==> run_1/layer_met2.png <==
(6 px per um)
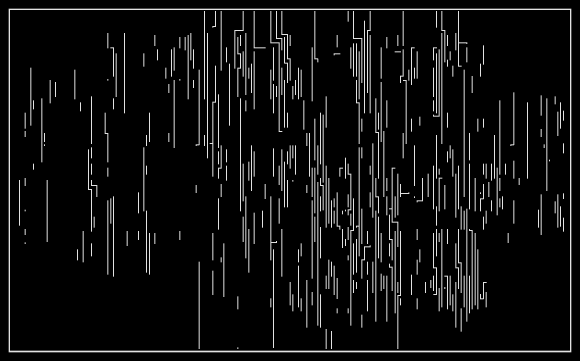
==> run_1/flops_by_reg.png <==
(6 px per um) Other sequential cells in the stronger gray, the rest of the logic in the fainter gray.
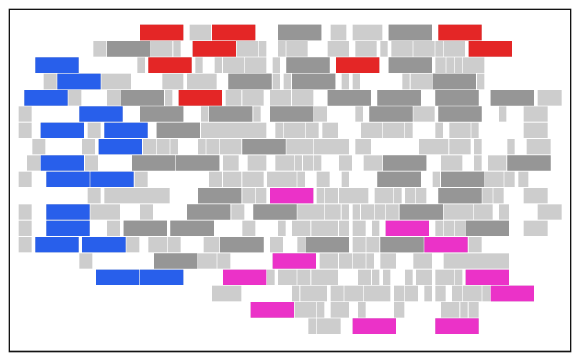
==> run_1/detail.png <==
Window x 34 to 59, y 16 to 41 um. Cells in gray, sequential cells in the stronger gray; small squares are vias.
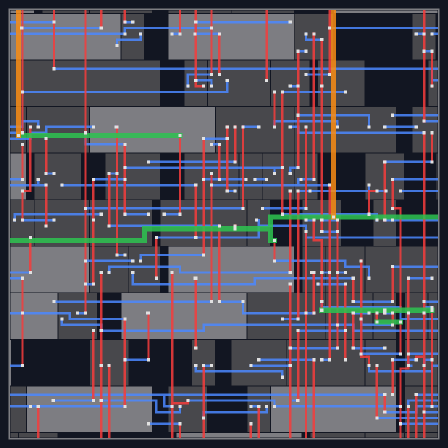
==> run_1/congestion.png <==
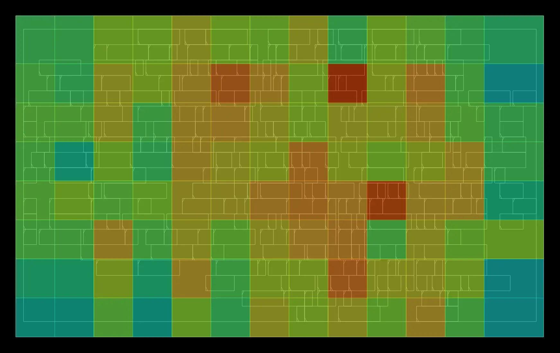
### config.mk
export PLATFORM = sky130hd
export DESIGN_NAME = tipi_nib_link_flat
export DESIGN_NICKNAME = d
export VERILOG_FILES = /design/src/rtl/tipi_nib_if.sv /design/src/rtl/tipi_nib_link.sv /design/src/flat_wrapper.sv
export SDC_FILE = /design/constraint.sdc
export NUM_CORES = 1
export LEC_CHECK = 0
export CAP_MARGIN = 0
export CORE_ASPECT_RATIO = 0.6
export CORE_UTILIZATION = 55
export CTS_CLUSTER_SIZE = 16
export DETAILED_ROUTE_END_ITERATION = 12
export DONT_BUFFER_PORTS = 1
export PLACE_DENSITY = 0.8
export SYNTH_ARGS = -nofsm -noshare
export SYNTH_HDL_FRONTEND = slang
export SYNTH_SLANG_ARGS = --single-unit
export TNS_END_PERCENT = 100
### constraint.sdc
create_clock -name clk -period 2.56 [get_ports clk]
set_clock_uncertainty 0.2 [all_clocks]
set_input_delay 0.512 -clock clk [delete_from_list [all_inputs] [get_ports clk]]
set_output_delay 0.512 -clock clk [all_outputs]
set_load 0.01 [all_outputs]
### src/rtl/tipi_nib_if.sv
// RPi-facing nibble bus of the TIPI transfer engine.
// The RPi drives strobe/direction/select/write nibble; the FPGA returns read nibble, enable and ack.
interface tipi_nib_if;
  logic       r_strb;
  logic       r_dir;
  logic [1:0] r_sel;
  logic [3:0] r_nib_in;
  logic [3:0] r_nib_out;
  logic       r_nib_oe;
  logic       r_ack;

  modport master (
    output r_strb, r_dir, r_sel, r_nib_in,
    input  r_nib_out, r_nib_oe, r_ack
  );

  modport slave (
    input  r_strb, r_dir, r_sel, r_nib_in,
    output r_nib_out, r_nib_oe, r_ack
  );
endinterface

### src/rtl/tipi_nib_link.sv
// RPi-side TIPI transfer engine: assembles toggle-strobed nibble pairs into RC/RD byte
// writes and serves coherent TC/TD byte reads, high nibble first.
module tipi_nib_link #(
  parameter int SYNC_STAGES = 2,
  parameter int TO_W        = 10,
  parameter int TIMEOUT     = 1000
) (
  input  logic       clk,
  input  logic       r_nibrst,
  tipi_nib_if.slave  rpi,
  input  logic [7:0] tc_byte,
  input  logic [7:0] td_byte,
  output logic [7:0] rc_byte,
  output logic [7:0] rd_byte,
  output logic       rc_wr,
  output logic       rd_wr,
  output logic       link_err
);

  typedef enum logic {IDLE, HI} state_t;

  // {strb, dir, sel[1:0], nib[3:0]} all ride the same synchroniser so they stay aligned
  logic [SYNC_STAGES-1:0][7:0] sync_q;
  logic                        strb_prev_q;
  logic                        ev_q;
  logic [6:0]                  ev_data_q;

  always_ff @(posedge clk) begin
    if (!r_nibrst) begin
      sync_q      <= '0;
      strb_prev_q <= 1'b0;
      ev_q        <= 1'b0;
      ev_data_q   <= '0;
    end else begin
      sync_q      <= {sync_q[SYNC_STAGES-2:0],
                      {rpi.r_strb, rpi.r_dir, rpi.r_sel, rpi.r_nib_in}};
      strb_prev_q <= sync_q[SYNC_STAGES-1][7];
      ev_q        <= sync_q[SYNC_STAGES-1][7] ^ strb_prev_q;
      ev_data_q   <= sync_q[SYNC_STAGES-1][6:0];
    end
  end

  logic       ev_dir;
  logic [1:0] ev_sel;
  logic [3:0] ev_nib;
  logic       ev_legal;
  logic [7:0] rd_src;

  assign ev_dir   = ev_data_q[6];
  assign ev_sel   = ev_data_q[5:4];
  assign ev_nib   = ev_data_q[3:0];
  // writes may only target RC/RD (sel 0/1), reads only TC/TD (sel 2/3)
  assign ev_legal = ev_dir ^ ev_sel[1];
  assign rd_src   = ev_sel[0] ? td_byte : tc_byte;

  state_t     state_q;
  logic [3:0] hi_q;
  logic [2:0] ses_q;
  logic [7:0] rbuf_q;
  logic [3:0] nib_out_q;
  logic       oe_q;
  logic       ack_q;
  logic [7:0] rc_q;
  logic [7:0] rd_q;
  logic       rc_wr_q;
  logic       rd_wr_q;
  logic       err_q;
  logic [TO_W-1:0] to_cnt_q;

  always_ff @(posedge clk) begin
    if (!r_nibrst) begin
      state_q   <= IDLE;
      hi_q      <= '0;
      ses_q     <= '0;
      rbuf_q    <= '0;
      nib_out_q <= '0;
      oe_q      <= 1'b0;
      ack_q     <= 1'b0;
      rc_q      <= '0;
      rd_q      <= '0;
      rc_wr_q   <= 1'b0;
      rd_wr_q   <= 1'b0;
      err_q     <= 1'b0;
      to_cnt_q  <= '0;
    end else begin
      rc_wr_q <= 1'b0;
      rd_wr_q <= 1'b0;
      if (ev_q) begin
        ack_q    <= ~ack_q;
        to_cnt_q <= '0;
        if (!ev_legal) begin
          err_q <= 1'b1;
        end else if (state_q == HI && ses_q == {ev_sel, ev_dir}) begin
          state_q <= IDLE;
          if (ev_dir) begin
            if (ev_sel[0]) begin
              rd_q    <= {hi_q, ev_nib};
              rd_wr_q <= 1'b1;
            end else begin
              rc_q    <= {hi_q, ev_nib};
              rc_wr_q <= 1'b1;
            end
          end else begin
            nib_out_q <= rbuf_q[3:0];
          end
        end else begin
          // first nibble, or a change of sel/dir that abandons the partial byte
          state_q <= HI;
          ses_q   <= {ev_sel, ev_dir};
          if (ev_dir) begin
            hi_q <= ev_nib;
            oe_q <= 1'b0;
          end else begin
            rbuf_q    <= rd_src;
            nib_out_q <= rd_src[7:4];
            oe_q      <= 1'b1;
          end
        end
      end else if (state_q == HI) begin
        if (to_cnt_q == TO_W'(TIMEOUT)) begin
          state_q <= IDLE;
          oe_q    <= 1'b0;
          err_q   <= 1'b1;
        end else begin
          to_cnt_q <= to_cnt_q + 1'b1;
        end
      end
    end
  end

  assign rpi.r_nib_out = nib_out_q;
  assign rpi.r_nib_oe  = oe_q;
  assign rpi.r_ack     = ack_q;
  assign rc_byte       = rc_q;
  assign rd_byte       = rd_q;
  assign rc_wr         = rc_wr_q;
  assign rd_wr         = rd_wr_q;
  assign link_err      = err_q;

endmodule
### src/flat_wrapper.sv
// flat-port wrapper written by rule: the top's interface ports become plain ports
module tipi_nib_link_flat 
#(
  parameter int SYNC_STAGES = 2,
  parameter int TO_W        = 10,
  parameter int TIMEOUT     = 1000
)
  (clk, r_nibrst, tc_byte, td_byte, rc_byte, rd_byte, rc_wr, rd_wr, link_err, rpi_r_strb, rpi_r_dir, rpi_r_sel, rpi_r_nib_in, rpi_r_nib_out, rpi_r_nib_oe, rpi_r_ack);
  tipi_nib_if rpi_i ();
  input  logic clk;
  input  logic r_nibrst;
  input  logic [7:0] tc_byte;
  input  logic [7:0] td_byte;
  output logic [7:0] rc_byte;
  output logic [7:0] rd_byte;
  output logic rc_wr;
  output logic rd_wr;
  output logic link_err;
  input wire logic [$bits(rpi_i.r_strb)-1:0] rpi_r_strb;
  input wire logic [$bits(rpi_i.r_dir)-1:0] rpi_r_dir;
  input wire logic [$bits(rpi_i.r_sel)-1:0] rpi_r_sel;
  input wire logic [$bits(rpi_i.r_nib_in)-1:0] rpi_r_nib_in;
  output wire logic [$bits(rpi_i.r_nib_out)-1:0] rpi_r_nib_out;
  output wire logic [$bits(rpi_i.r_nib_oe)-1:0] rpi_r_nib_oe;
  output wire logic [$bits(rpi_i.r_ack)-1:0] rpi_r_ack;
  assign rpi_i.r_strb = rpi_r_strb;
  assign rpi_i.r_dir = rpi_r_dir;
  assign rpi_i.r_sel = rpi_r_sel;
  assign rpi_i.r_nib_in = rpi_r_nib_in;
  assign rpi_r_nib_out = rpi_i.r_nib_out;
  assign rpi_r_nib_oe = rpi_i.r_nib_oe;
  assign rpi_r_ack = rpi_i.r_ack;
  tipi_nib_link #(.SYNC_STAGES(SYNC_STAGES), .TO_W(TO_W), .TIMEOUT(TIMEOUT)) u_core (.clk(clk), .r_nibrst(r_nibrst), .rpi(rpi_i), .tc_byte(tc_byte), .td_byte(td_byte), .rc_byte(rc_byte), .rd_byte(rd_byte), .rc_wr(rc_wr), .rd_wr(rd_wr), .link_err(link_err));
endmodule
==> flow_summary.json, run 1 <==
{
  "clock.fmax_mhz": 491,
  "die_y_um": 56.8,
  "die_w_um": 93.3,
  "cts_buffer_depth": 2,
  "drv_slew": 0,
  "top_cell_area_share_pct": 52.4,
  "synthDistinctLibCells": 33,
  "total_power_w": 0.00226,
  "die-area_um2": 5300,
  "cap_violations": 0,
  "vias": 1792,
  "netlist_area_um2": 2750,
  "simple_gate_share_pct": 21.3,
  "setup_viol": 0,
  "cp-end-kind": "flip-flop",
  "wl_met2_um": 1930,
  "syn_avg_cell_area_um2": 10.0,
  "adder_share_pct": 1.82,
  "yosysCellCount": 274,
  "grt_use_met2_pct": 25.7,
  "worstMarginPinSlew_ns": 0.537,
  "synth_nets": 304,
  "cp_max_fo": 4,
  "fp_util_pct": 58.7,
  "final-hold-violation-count": 0,
  "postCtsSetupRepairBufs": 0,
  "tool_warnings": 28,
  "grt_setup_unrepaired": "no",
  "fin_ws_ns": 0.524,
  "antenna_found_initial": 0,
  "routed_wl_um": 4600,
  "ant_nets": 0,
  "top_area_cell": "dfxtp_1",
  "synthMuxAreaShare_pct": 13.1,
  "cts_resized": 0,
  "topCellsByArea": "dfxtp_1 (52%), mux2i_1 (9.8%), and2_1 (6.6%), nand2_1 (5.6%), mux2_2 (3.3%)",
  "first_iter_violations": 92,
  "critPathRequiredTime_ns": 2.63,
  "slew_headroom_pct": 64.1,
  "ys.flop_type": "dfxtp_1",
  "fillCellCount": 353,
  "io_buffers": 0,
  "use_met1_pct": 24.9,
  "cts_made_buffers": 9,
  "largest_register_ffs": 16,
  "top_regs": "u_core.sync_q: 16 flops, u_core.to_cnt_q: 10 flops",
  "min_period_ns": 2.04,
  "pre_cts_ws_ns": 0.552,
  "regMostFlops": "u_core.sync_q",
  "period_used_pct": 79.5,
  "critical_path_class": "reg2reg",
  "hold_buffers": 0,
  "ys_sh_aoi_pct": 3.91,
  "overflow": 0,
  "place_inst": 325,
  "critical_path.startpoint_type": "flip-flop",
  "drt-pass1-iter-count": 4,
  "met1_length_um": 2280,
  "antenna_cells": 0,
  "common_cells": "dfxtp_1 (72), nand2_1 (41), and2_1 (29), mux2i_1 (27)",
  "peakVddDrop_uv": 545,
  "drive_above_1_share_pct": 11.5,
  "grt_use_met3_pct": 10.3,
  "yosysChipArea_um2": 2750,
  "syn_to_final_growth_pct": 10.1,
  "synth_async_sr_flop_share_pct": 0,
  "highest-signal-layer": "met4",
  "grt_pass1_vias": 1584,
  "dp_hpwl_um": 3080,
  "fin_setup_tns_ns": 0,
  "dr_wl_met3_um": 340,
  "grt_usage_pct": 18.8,
  "edf_count": 0,
  "p_per_area_nw_per_um2": 746,
  "cts_tree": "built",
  "run_status": "finished clean",
  "htreeDepth": 3,
  "synth.yosys.seq_area_share_pct": 52.4,
  "clk_latency_ns": 0.34,
  "synthesis.instances": 274,
  "fin_nets": 303,
  "hold_class": "in2reg",
  "clock_sinks": 72,
  "synth_flops": 72
}
About layer_met2.png:
nets with wire on the layer = 239
wire length on this layer = 1,930 um

About flops_by_reg.png:
u_core.rc_byte -> red  # placed flops 8
u_core.sync_q -> blue  # placed flops 16
u_core.to_cnt_q -> magenta  # placed flops 10
not colored = 38

About detail.png:
metal 4 -> orange
metal 1 -> blue
metal 3 -> green
metal 2 -> red
most frequent = dfxtp_1 (8), nand2_1 (6)
cells with their middle in the window = 53
netlist names of flops here include = u_core.ses_q (2)
sequential cells in the window = 8

About congestion.png:
final core occ: 64.7%
busiest grt layer: met2

## run 1: worst paths after layout
path | from | end | slack (ns) | cells past startpoint
max reg2reg | u_core.ev_data_q[5] | u_core.hi_q[1] | 0.52 | 6
min reg2reg | u_core.sync_q[12] | u_core.ev_data_q[4] | 0.23 | 1
max | u_core.ev_data_q[5] | u_core.hi_q[1] | 0.52 | 6
min | rpi_r_nib_in[2] | u_core.sync_q[2] | 0.09 | 1
## run 1: final cells by class
type                    count  area (um^2)  area share (%)
clock buffers               9          124            4.09
clock inverters             7          119            3.92
inverters                   7         26.3           0.867
multi-input cells         179         1210            39.9
flip-flops and latches     72         1440            47.6
well taps                  63         78.8            2.60
repair buffers              4         30.0           0.991
## run 1: power by group
group          switching, W  internal [W]  total (W)
Sequential       0.00000933       0.00114    0.00115
Clock              0.000421      0.000648    0.00107
Combinational     0.0000186     0.0000237  0.0000424
## run 1: cells in the final DEF (no fill, tap or decap), drive strengths merged, types with 3 or more instances in the layout
cell type  Yosys  layout
o311ai         4       4
inv            7       8
nand3          8       8
ha             4       4
o21ai          4       4
mux2           8       8
and3           3       3
a31oi          3       3
nor2b          5       5
xor2           4       4
nand4          5       5
nor3           5       5
nand2         42      42
clkbuf        10       9
xnor2          8       8
dfxtp         72      72
nor2           9       9
buf            6       4
and2          29      29
bufinv         0       3
mux2i         27      27
## run 1: worst max-delay path, cell delays in order, from the launching register on
cell and delay (ns):
dfxtp_1 0.40, inv_1 0.07, ha_1 0.30, nor2b_1 0.19, nand2_2 0.11, nor2b_1 0.45, mux2i_1 0.24
## run 1: stage by stage
stage	instance area [um^2]	utilization (%)
floorplan	2750	-
global placement	2790	59.5
detailed placement	2790	59.5
CTS	3030	64.7
global route	3030	64.7
finish	3030	64.7
==> run_1/sizes.png <==
(6 px per um)
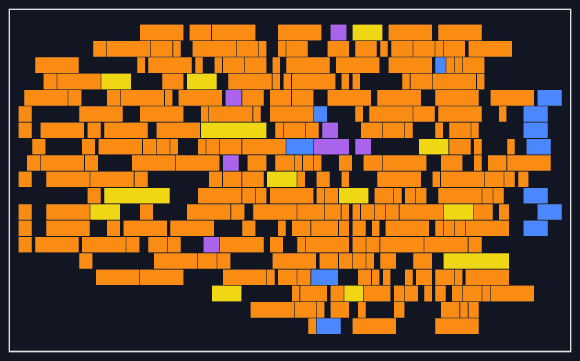

==> inputs of run 2 (changes only) <==
- PLACE_DENSITY: 0.8 -> 0.83
- clock period: 2.56 -> 1.63 ns (I/O delays scaled with it)
==> run_2/sizes.png <==
(6 px per um)
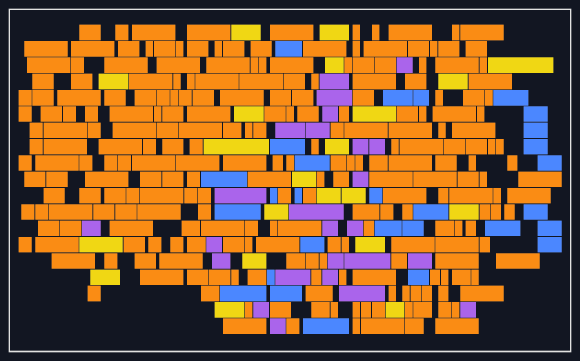
_2 cells -> blue  # cells 28, share 8.8%
_0 and _1 cells -> orange  # cells 245, share 77%
_6 and larger -> yellow  # cells 21, share 6.6%
_3 and _4 cells -> purple  # cells 25, share 7.8%

==> run 2 against run 1 <==
The run now ends with setup timing left. Sequential power grew 57%. Register-to-register slack lost 0.71 ns. Power grew 56%. Clock power grew 48%. Die size is the same. Via count grew 17%. Fmax grew 12%. Critical path depth is the same. Count of clock-buffer cells in the layout is the same. Non-clock buffer count grew 41. Final area grew 18%. Largest cell class unchanged.
==> flow_summary.json, run 2 <==
{
  "clock_sinks": 72,
  "swShare_pct": 22.2,
  "use_met1_pct": 28.9,
  "lay_top_count": "dfxtp_1",
  "grt_usage_pct": 23.1,
  "grt_setup_unrepaired": "yes",
  "hold_buffers": 26,
  "yosysCellCount": 274,
  "synthDistinctLibCells": 33,
  "grt_pass1_vias": 1929,
  "syn_to_final_growth_pct": 29.8,
  "routed_wl_um": 6030,
  "clk_latency_ns": 0.35,
  "grt_use_met2_pct": 36.4,
  "cts_tree": "built",
  "antenna_cells": 0,
  "busiest_layer": "met2",
  "grt_use_met3_pct": 8.54,
  "fin_ws_ns": -0.184,
  "io_buffers": 0,
  "power_switching_w": 0.000782,
  "drive_above_1_share_pct": 23.2,
  "first_iter_violations": 75,
  "ys.flop_type": "dfxtp_1",
  "combPwrFrac_pct": 4.2,
  "netlist_area_um2": 2750,
  "fp_util_pct": 58.7,
  "seqPwrFrac_pct": 51.0,
  "worstMarginPinSlew_ns": 0.374,
  "htreeDepth": 3,
  "p_int_w": 0.00275,
  "edf_count": 0,
  "dp_hpwl_um": 3230,
  "synth_flops": 72,
  "drt-pass1-iter-count": 4,
  "p_per_area_nw_per_um2": 988,
  "postLayoutCoreUtil_pct": 76.2,
  "vias": 2091,
  "critical_path_class": "reg2reg",
  "topCellsByArea": "dfxtp_1 (52%), mux2i_1 (9.8%), and2_1 (6.6%), nand2_1 (5.6%), mux2_2 (3.3%)",
  "cp-end-kind": "flip-flop",
  "die_w_um": 93.3,
  "postCtsSetupRepairBufs": 1,
  "yosysChipArea_um2": 2750,
  "setup_viol": 25,
  "run_status": "finished with violations",
  "min_period_ns": 1.81,
  "synth.yosys.seq_area_share_pct": 52.4,
  "fin_setup_tns_ns": -2.79,
  "cts_made_buffers": 9,
  "overflow": 0,
  "violations": "setup timing",
  "die_y_um": 56.8,
  "final-hold-violation-count": 0,
  "common_cells": "dfxtp_1 (72), nand2_1 (41), and2_1 (29), mux2i_1 (27)",
  "critical_path.startpoint_type": "flip-flop",
  "synth_nets": 304,
  "place_inst": 336,
  "cts_buffer_depth": 2,
  "drv_slew": 0,
  "mostFrequentLayoutCells": "dfxtp_1 (67), nand2_1 (40), and2_1 (29)"
}
==> run_2/layer_met2.png <==
(6 px per um)
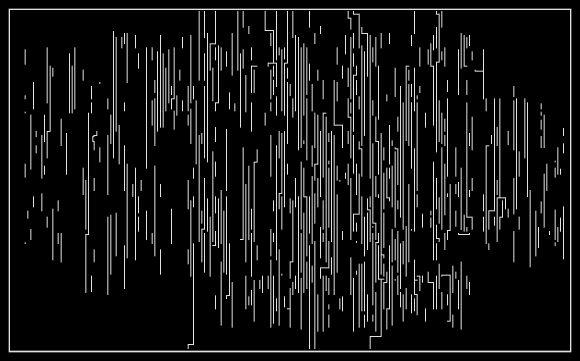
main direction = vertical
longest straight run = 26.5 um
wire length on this layer = 2,890 um

## run 2: cell type report
class                           instances  area (um^2)  share of cell area (%)
Clock buffer                            9          124                    3.47
Timing Repair Buffer                   45          448                    12.5
Tap cell                               63         78.8                    2.21
Inverter                                7         26.3                   0.736
Sequential cell                        72         1450                    40.6
Clock inverter                          7          103                    2.87
Multi-Input combinational cell        179         1340                    37.6
## run 2: kinds of logic (layout without fill, tap and decap cells)
logic type               count (synthesis)  count (layout)  share of synthesized area (%)
AND-OR/OR-AND                           16              16                           3.91
XOR/XNOR                                12              12                           3.82
adder cells (fa/ha/maj)                  4               4                           1.82
buffers and inverters                   23              68                           3.64
flip-flops                              72              72                           52.4
multiplexers                            35              35                           13.1
AND/OR/NAND/NOR                        112             112                           21.3
## run 2: worst paths after layout
kind,startpoint,to,cells after the start
setup / recovery,u_core.ev_data_q[6],u_core.rc_byte[3],6
hold / removal,r_nibrst,u_core.rd_byte[3],2
setup reg to reg,u_core.ev_data_q[6],u_core.rc_byte[3],6
hold reg to reg,u_core.sync_q[3],u_core.sync_q[11],1
## run 2: metal layers
layer	wire, um	part of all wire (%)	up-vias
met2	2890	48	77
met1	2590	43	1000
met5	0	0	-
met3	428	7.1	15
li1	-	-	999
met4	127	2.1	0
## run 2: power groups by stage
stage / clock network, W / registers [W] / logic [W]
floorplan: 0 / 0.00184 / 0.0000799
global placement: 0 / 0.00184 / 0.0000753
detailed placement: 0 / 0.00184 / 0.0000756
CTS: 0.00160 / 0.00180 / 0.000136
global route: 0.00168 / 0.00180 / 0.000159
finish: 0.00158 / 0.00180 / 0.000147
## run 2: worst max-delay path, cell delays in order (launching register included)
cell and delay (ns):
dfxtp_4 0.36, buf_6 0.12, xnor2_2 0.16, nand4_2 0.18, nor3_1 0.26, buf_4 0.25
mux2i_1 0.22
==> run_2/flops_by_reg.png <==
(6 px per um) Other sequential cells in the stronger gray, the rest of the logic in the fainter gray.
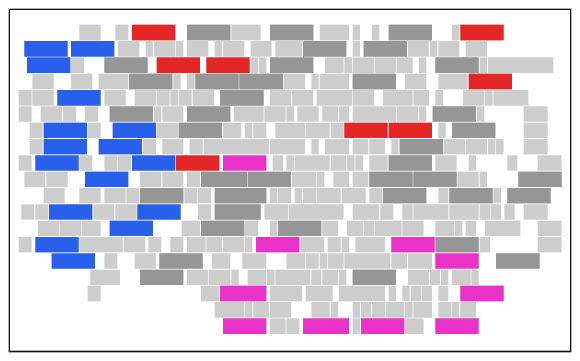

==> inputs of run 3 (changes only) <==
- CORE_MARGIN: not set -> 1.5
==> run_3/flops_by_reg.png <==
(4 px per um) Other sequential cells in the stronger gray, the rest of the logic in the fainter gray.
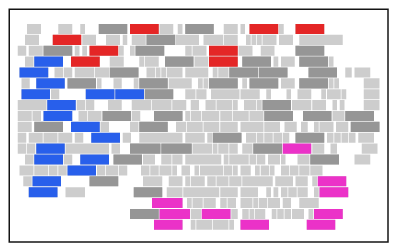
u_core.sync_q -> blue  # placed flops 16, where left middle
u_core.rc_byte -> red  # placed flops 8
u_core.to_cnt_q -> magenta  # placed flops 10
not colored = 38

==> run_3/congestion.png <==
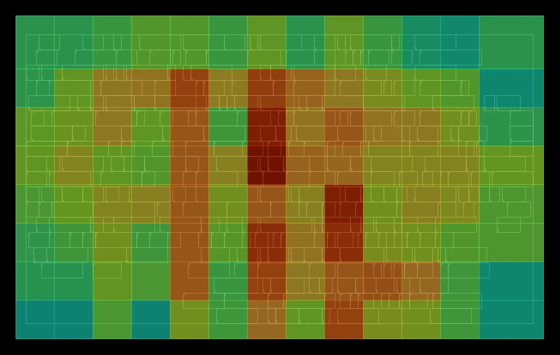
Total Routing Usage GR: 22.8%
Global Route met3 Usage: 10.1%
routing usage on met1: 29.4%
grt met2 use: 33.5%

==> run 3 against run 2 <==
The run still ends with setup timing left. First-iteration DRC count grew 33%. Critical path depth up 1. Sequential share of layout area rose by 1.1 points. Cell count decreased by 2.4%. Largest power group unchanged. Core utilization shrank 2.2 points. Non-clock buffer count decreased by 9. Synthesized cell count unchanged. Sequential power about the same. Register-to-register slack better by 0.06 ns. Flip-flop count unchanged. Highest routed layer unchanged. Via count decreased by 4.7%. Hold slack worse by 0.030 ns.
==> flow_summary.json, run 3 <==
{
  "simple_gate_share_pct": 21.3,
  "vias": 1992,
  "netlist_area_um2": 2750,
  "routed_wl_um": 5850,
  "mostFrequentLayoutCells": "dfxtp_1 (68), nand2_1 (40), and2_1 (29)",
  "clock_sinks": 72,
  "synth_nets": 304,
  "drv_slew": 0,
  "crit_cells": 7,
  "combPwrFrac_pct": 3.7,
  "p_per_area_nw_per_um2": 1060,
  "critical_path_class": "reg2reg",
  "fin_setup_tns_ns": -1.15,
  "cts_tree": "built",
  "critical_path.startpoint_type": "flip-flop",
  "place_inst": 334,
  "cts_made_buffers": 9,
  "fin_nets": 335,
  "synthDistinctLibCells": 33,
  "dp_hpwl_um": 3210,
  "clk_latency_ns": 0.35,
  "common_cells": "dfxtp_1 (72), nand2_1 (41), and2_1 (29), mux2i_1 (27)",
  "die_y_um": 57.8,
  "power_switching_w": 0.000765,
  "top_logic_kind": "simple AND/OR/NAND/NOR gates",
  "drt-pass1-iter-count": 4,
  "min_period_ns": 1.76,
  "htreeDepth": 3,
  "violations": "setup timing",
  "overflow": 0,
  "run_status": "finished with violations",
  "max_stage_delay_ns": 0.35,
  "yosysCellCount": 274,
  "swShare_pct": 20.9,
  "crit_top_cell": "buf_6",
  "seqPwrFrac_pct": 49.2,
  "postLayoutCoreUtil_pct": 74.0,
  "setup_viol": 17,
  "p_int_w": 0.00289,
  "lay_top_count": "dfxtp_1",
  "ys.flop_type": "dfxtp_1",
  "grt_setup_unrepaired": "yes",
  "io_buffers": 0,
  "final-hold-violation-count": 0,
  "ys_sh_xor_pct": 3.82,
  "topCellsByArea": "dfxtp_1 (52%), mux2i_1 (9.8%), and2_1 (6.6%), nand2_1 (5.6%), mux2_2 (3.3%)",
  "reg2regPathDepth": 7,
  "synthMuxAreaShare_pct": 13.1,
  "yosysChipArea_um2": 2750,
  "fin_ws_ns": -0.127,
  "cts_buffer_depth": 2,
  "slowest_stage": "dfxtp_2",
  "core.rowCount": 19,
  "fp_util_pct": 58.7,
  "synth.yosys.seq_area_share_pct": 52.4,
  "regArea_um2": 1450,
  "syn_to_final_growth_pct": 26.0,
  "die_w_um": 94.3,
  "cp_top_family": "buffers and inverters",
  "path_cells": "buf_6 -> xnor2_2 -> nand4_2 -> buf_6 -> nor3_4 -> buf_12 -> mux2i_2",
  "first_iter_violations": 100,
  "adder_share_pct": 1.82,
  "comb_area_um2": 1320,
  "worstMarginPinSlew_ns": 0.395,
  "path_buffers": 3,
  "hold_depth": 2,
  "cp-end-kind": "flip-flop",
  "grt_pass1_vias": 1830,
  "synth_flops": 72
}
run 3: cell count changes in the layout (fill, tap and decap cells not counted), sizes merged:
cell | before | now
dlygate4sd3 | 25 | 13
buf | 20 | 23
bufinv | 2 | 3
clkinvlp | 1 | 0
inv | 9 | 10
clkinv | 2 | 1
run 3: routing by layer:
metal	share of wire [%]	track usage [%]	wire (um)	up-vias
li1	-	-	-	972
met5	0	0	0	-
met3	6.9	10.1	405	8
met4	1.1	9.81	65	0
met1	46	29.4	2680	937
met2	46	33.5	2700	75
run 3: worst paths after layout:
check | from | slack (ns) | endpoint
worst max-delay path | u_core.ev_data_q[6] | -0.13 | u_core.rd_byte[1]
worst min register to register | u_core.sync_q[7] | 0.23 | u_core.sync_q[15]
worst min-delay path | r_nibrst | 0.01 | u_core.rc_byte[3]
worst max register to register | u_core.ev_data_q[6] | -0.13 | u_core.rd_byte[1]
run 3: power groups by stage:
stage / sequential [W] / clock [W] / combinational, W
global route: 0.00180 / 0.00184 / 0.000146
finish: 0.00180 / 0.00173 / 0.000134
CTS: 0.00180 / 0.00175 / 0.000129
floorplan: 0.00184 / 0 / 0.0000799
global placement: 0.00184 / 0 / 0.0000745
detailed placement: 0.00184 / 0 / 0.0000755
run 3: area by class of cell:
class | count | share of cell area (%)
Clock buffer | 9 | 3.57
Tap cell | 63 | 2.27
Sequential cell | 72 | 41.7
Timing Repair Buffer | 36 | 10.1
Multi-Input combinational cell | 179 | 38.0
Clock inverter | 7 | 3.61
Inverter | 7 | 0.758
run 3: what timing repair did:
action	in CTS	in global routing
setup endpoints to repair	28	37
hold endpoints to repair	61	0
buffers inserted	3	5
pin swaps	3	8
resized	18	10
gates cloned	1	0
hold buffers	14	0
Power and IR drop assume default switching activity.
